Figure 1. Where the registers sit.
The bar under the picture is 50 um long. Other sequential cells in the stronger gray, the rest of the logic in the fainter gray.
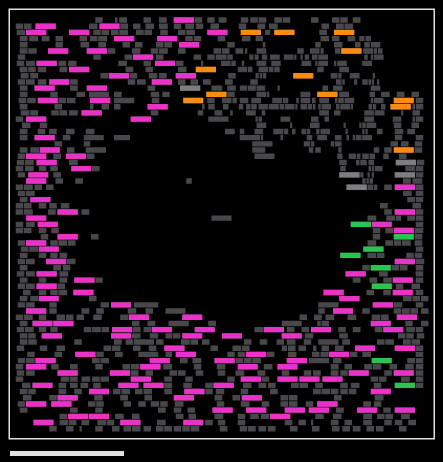
Figure 2. Clock routing.
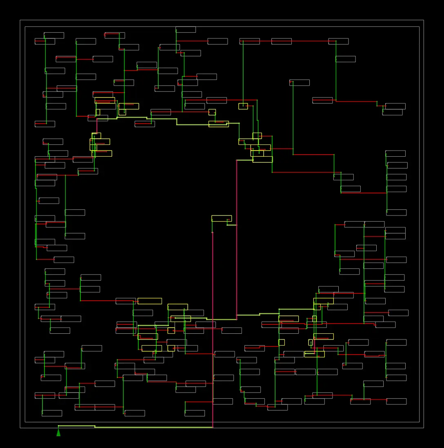
Figure 3. Wiring by layer.
Only two layers are drawn.
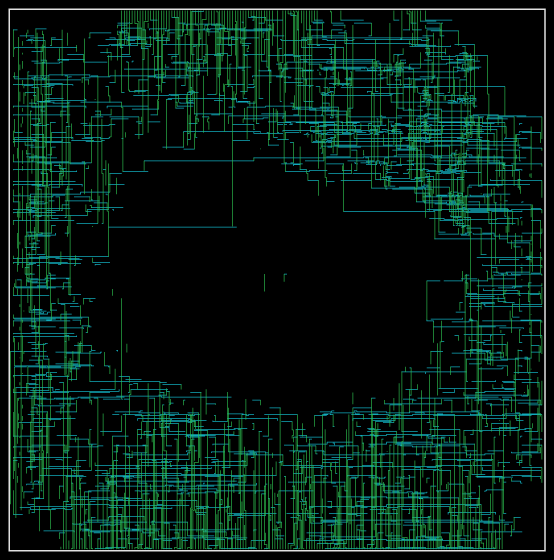
### src/rtl/fp_issue_stage_gen.sv
// FP issue stage: per-lane hold register, issue/replay payload mux, selective-flush kill.
// The div/sqrt slot pool is built only when FP_ISSUE_LONG_OP_TRACK_EN is defined.
module fp_issue_stage_gen #(
  parameter int unsigned LANES      = 2,
  parameter int unsigned ENTRY_W    = 64,
  parameter int unsigned AL_W       = 6,
  parameter int unsigned IQ_W       = 4,
  parameter int unsigned LONG_SLOTS = 1,
  parameter int unsigned LONG_LAT   = 16
) (
  input  logic                     clk,
  input  logic                     rst_n,
  input  logic [LANES-1:0]         prev_valid_i,
  input  logic [LANES*IQ_W-1:0]    prev_iqptr_i,
  input  logic                     stall_i,
  input  logic                     clear_i,
  input  logic [LANES*ENTRY_W-1:0] iss_data_i,
  input  logic [LANES*AL_W-1:0]    iss_alptr_i,
  input  logic [LANES-1:0]         iss_long_i,
  input  logic                     replay_i,
  input  logic [LANES-1:0]         rp_valid_i,
  input  logic [LANES*ENTRY_W-1:0] rp_data_i,
  input  logic [LANES*AL_W-1:0]    rp_alptr_i,
  input  logic [LANES-1:0]         rp_long_i,
  input  logic                     flush_phase_i,
  input  logic                     flush_all_i,
  input  logic [AL_W-1:0]          flush_head_i,
  input  logic [AL_W-1:0]          flush_tail_i,
  output logic [LANES-1:0]         issue_o,
  output logic [LANES*IQ_W-1:0]    issue_ptr_o,
  output logic [LANES-1:0]         reject_o,
  output logic [LANES-1:0]         rr_valid_o,
  output logic [LANES*ENTRY_W-1:0] rr_data_o,
  output logic [LANES*AL_W-1:0]    rr_alptr_o,
  output logic                     rr_replay_o,
  output logic [LONG_SLOTS-1:0]    long_busy_o
);

  // Circular range [h, t) over the active list; h == t is empty unless flushing everything.
  function automatic logic in_range(input logic [AL_W-1:0] p, input logic [AL_W-1:0] h,
                                    input logic [AL_W-1:0] t, input logic all);
    if (all)        return 1'b1;
    else if (h < t) return (p >= h) && (p < t);
    else if (h > t) return (p >= h) || (p < t);
    else            return 1'b0;
  endfunction

  logic [LANES-1:0]         held_valid;
  logic [LANES*IQ_W-1:0]    held_iq;
  logic [LANES-1:0]         sel_valid;
  logic [LANES-1:0]         sel_long;
  logic [LANES-1:0]         lane_flush;
  logic [LANES-1:0]         cand;
  logic [LANES-1:0]         reject;
  logic [LANES-1:0]         issue;
  logic [LANES*ENTRY_W-1:0] sel_data;
  logic [LANES*AL_W-1:0]    sel_alptr;

  always_ff @(posedge clk or negedge rst_n) begin
    if (!rst_n) begin
      held_valid <= '0;
      held_iq    <= '0;
    end else if (!stall_i) begin
      held_valid <= prev_valid_i;
      held_iq    <= prev_iqptr_i;
    end else begin
      for (int unsigned i = 0; i < LANES; i++) begin
        if (flush_phase_i &&
            in_range(iss_alptr_i[i*AL_W +: AL_W], flush_head_i, flush_tail_i, flush_all_i))
          held_valid[i] <= 1'b0;
      end
    end
  end

  always_comb begin
    sel_data   = replay_i ? rp_data_i  : iss_data_i;
    sel_alptr  = replay_i ? rp_alptr_i : iss_alptr_i;
    sel_long   = replay_i ? rp_long_i  : iss_long_i;
    sel_valid  = replay_i ? rp_valid_i : ({LANES{!stall_i}} & held_valid);
    lane_flush = '0;
    cand       = '0;
    for (int unsigned i = 0; i < LANES; i++) begin
      lane_flush[i] = flush_phase_i &&
                      in_range(sel_alptr[i*AL_W +: AL_W], flush_head_i, flush_tail_i, flush_all_i);
      cand[i]       = !clear_i && sel_valid[i] && !lane_flush[i];
    end
  end

`ifdef FP_ISSUE_LONG_OP_TRACK_EN
  localparam int unsigned CNT_W = $clog2(LONG_LAT);

  logic [LONG_SLOTS-1:0]       slot_busy;
  logic [LONG_SLOTS-1:0]       slot_take;
  logic [LONG_SLOTS*AL_W-1:0]  slot_alptr;
  logic [LONG_SLOTS*AL_W-1:0]  slot_new_alptr;
  logic [LONG_SLOTS*CNT_W-1:0] slot_cnt;
  logic                        lane_placed;

  // Lanes claim slots in ascending order; only registered-free slots are eligible,
  // so a slot released at an edge becomes usable from the following cycle.
  always_comb begin
    slot_take      = '0;
    slot_new_alptr = '0;
    reject         = '0;
    lane_placed    = 1'b0;
    for (int unsigned i = 0; i < LANES; i++) begin
      lane_placed = 1'b0;
      if (cand[i] && sel_long[i]) begin
        for (int unsigned s = 0; s < LONG_SLOTS; s++) begin
          if (!lane_placed && !slot_busy[s] && !slot_take[s]) begin
            slot_take[s]                      = 1'b1;
            slot_new_alptr[s*AL_W +: AL_W]    = sel_alptr[i*AL_W +: AL_W];
            lane_placed                       = 1'b1;
          end
        end
        reject[i] = !lane_placed;
      end
    end
  end

  always_ff @(posedge clk or negedge rst_n) begin
    if (!rst_n) begin
      slot_busy  <= '0;
      slot_cnt   <= '0;
      slot_alptr <= '0;
    end else begin
      for (int unsigned s = 0; s < LONG_SLOTS; s++) begin
        if (slot_take[s]) begin
          slot_busy[s]                   <= 1'b1;
          slot_cnt[s*CNT_W +: CNT_W]     <= CNT_W'(LONG_LAT - 1);
          slot_alptr[s*AL_W +: AL_W]     <= slot_new_alptr[s*AL_W +: AL_W];
        end else if (slot_busy[s]) begin
          if ((flush_phase_i && in_range(slot_alptr[s*AL_W +: AL_W], flush_head_i,
                                         flush_tail_i, flush_all_i)) ||
              (slot_cnt[s*CNT_W +: CNT_W] == '0)) begin
            slot_busy[s]               <= 1'b0;
            slot_cnt[s*CNT_W +: CNT_W] <= '0;
          end else begin
            slot_cnt[s*CNT_W +: CNT_W] <= slot_cnt[s*CNT_W +: CNT_W] - CNT_W'(1);
          end
        end
      end
    end
  end

  assign long_busy_o = slot_busy;
`else
  // Without slot tracking the long flags carry no meaning and never cause a reject.
  assign reject      = sel_long & '0;
  assign long_busy_o = '0;
`endif

  assign issue       = cand & ~reject;
  assign issue_o     = issue;
  assign reject_o    = reject;
  assign issue_ptr_o = held_iq;

  always_ff @(posedge clk or negedge rst_n) begin
    if (!rst_n) begin
      rr_valid_o  <= '0;
      rr_data_o   <= '0;
      rr_alptr_o  <= '0;
      rr_replay_o <= 1'b0;
    end else begin
      rr_valid_o  <= issue;
      rr_data_o   <= sel_data;
      rr_alptr_o  <= sel_alptr;
      rr_replay_o <= replay_i;
    end
  end

endmodule

### config.mk
export PLATFORM = sky130hd
export DESIGN_NAME = fp_issue_stage_gen
export DESIGN_NICKNAME = d
export VERILOG_FILES = /design/src/rtl/fp_issue_stage_gen.sv
export SDC_FILE = /design/constraint.sdc
export NUM_CORES = 1
export LEC_CHECK = 0
export CORE_AREA = 2 2 184 186
export CTS_CLUSTER_DIAMETER = 120
export CTS_CLUSTER_SIZE = 16
export DETAILED_ROUTE_END_ITERATION = 8
export DIE_AREA = 0 0 186 188
export MAX_ROUTING_LAYER = met4
export PLACE_DENSITY_LB_ADDON = 0.25
export SKIP_CTS_REPAIR_TIMING = 1
export SLEW_MARGIN = 20
export SYNTH_ARGS = -nofsm -noshare
export SYNTH_HDL_FRONTEND = slang
export SYNTH_SLANG_ARGS = --single-unit
### constraint.sdc
create_clock -name clk -period 4.1 [get_ports clk]
set_input_delay 0.615 -clock clk [delete_from_list [all_inputs] [get_ports clk]]
set_output_delay 0.615 -clock clk [all_outputs]
set_load 0.02 [all_outputs]
==> run summary <==
Antenna diodes: 0
Final Instance Count excl. Fillers: 1431
Synth async-reset ratio: 100%
Top pwr grp: registers
Num ports: 471
Sequential power: 0.00166 W
HPWL Detailed: 20.1 mm
Setup TNS: 0 ps
Final Cell Area: 0.0127 mm^2
Yosys aoi share: 5.26%
Flop share of the area: 30.2%
Final worst setup slack: 471 ps
Placed Area: 0.0121 mm^2
CP Class: in2out
Pre-CTS setup slack: 109 ps
Max-slew headroom: 43.6%
P_int: 0.00311 W
Final setup vio count: 0
Worst min path class: in2async
YS warnings: 0
Max-area cell share: 55.7%
Pwr Density: 341 mW/mm^2
Die X: 186 um
Sw Share: 28.2%
Crit. End Element: output port
Non-clock inverters: 23
Layout cells sized above 1: 20.3%
Yosys Instances: 490
Outcome: complete, no violations
Clock latency on the worst-skew pair: 420 ps
Vias in the first global route: 6186
Critical Path Start Type: primary input
Logic area: 0.00287 mm^2
Clock transition at path regs: 70 ps
Top cell class by occupied area: non-clock buffers
OpenROAD warning count: 30
Synth logic family: multiplexers
Comb area share: 22.6%
Core box area: 0.0331 mm^2
Most numerous cell in the Yosys netlist: dfrtp_1
And+or+nand+nor area frac: 2.86%
Via density: 3.97
-- Figure 1 (at the start) --
Key: `rr_alptr_o` = orange [sequential cells 12]; `rr_data_o` = magenta [sequential cells 128, where all over the die]; `issue_ptr_o` = green [sequential cells 8]
Register Area: 0.00383 mm^2
Util after Layout: 38.3%

-- Figure 2 (at the start) --
Clock Skews: 2.47 ps
CTS sink cnt: 153
flop count: 153
CTS Buf Count: 17
CLK BUF: 17

-- Figure 3 (at the start) --
Key: met1 = cyan [wire length 10100 um]; met2 = green [wire length 13200 um]
WL per Instance: 17.7 um
final WL: 25.3 mm

metal layers:
layer | vias up | global-route usage (%) | part of all wire, %
met5 | - | - | 0
met2 | 243 | 25.9 | 52
li1 | 2709 | - | -
met1 | 2720 | 16.9 | 40
met4 | 0 | 3.48 | 0.89
met3 | 12 | 4.31 | 7.1
state kept, by name (all words and copies together), names as in the netlist:
register and count:
rr_alptr_o 12, rr_valid_o 2, rr_data_o 128, held_valid 2
issue_ptr_o 8, rr_replay_o 1
critical path, stage by stage:
cell,delay (ps)
clkdlybuf4s50_1,460
mux2_2,330
ha_1,300
a21oi_1,150
nor2_1,60
a2111oi_1,510
a311oi_1,200
o21a_1,170
dlymetal6s2s_1,220
cell usage in the layout (no fill, tap or decap), types with 2 or more instances in the layout:
master / instances
nor2_1: 15
nand2b_1: 6
o211ai_1: 2
o311ai_0: 2
inv_8: 3
o21ai_0: 11
a21o_1: 5
a31oi_1: 4
dlymetal6s2s_1: 2
clkinv_2: 3
o221ai_1: 2
o21a_1: 4
dfrtp_1: 153
a21oi_1: 13
a311oi_1: 4
ha_1: 50
or2_2: 2
clkdlybuf4s50_1: 459
nand4_1: 3
inv_1: 23
inv_6: 6
a211oi_1: 3
mux2i_2: 2
nor2b_1: 2
nand2_1: 7
mux2_2: 146
clkbuf_16: 17
buf_4: 15
a22oi_1: 2
buf_6: 2
conb_1: 3
worst max-delay path by stage:
stage,start,end,slack [ps],cells past startpoint
2_1_floorplan,replay_i,issue_o[1],690,10
3_3_place_gp,iss_alptr_i[3],issue_o[0],150,9
3_5_place_dp,iss_alptr_i[11],issue_o[1],110,10
4_1_cts,iss_alptr_i[11],issue_o[1],110,10
5_1_grt,iss_alptr_i[5],issue_o[0],330,9
6_report,iss_alptr_i[3],issue_o[0],470,9
Power and IR drop assume default switching activity.
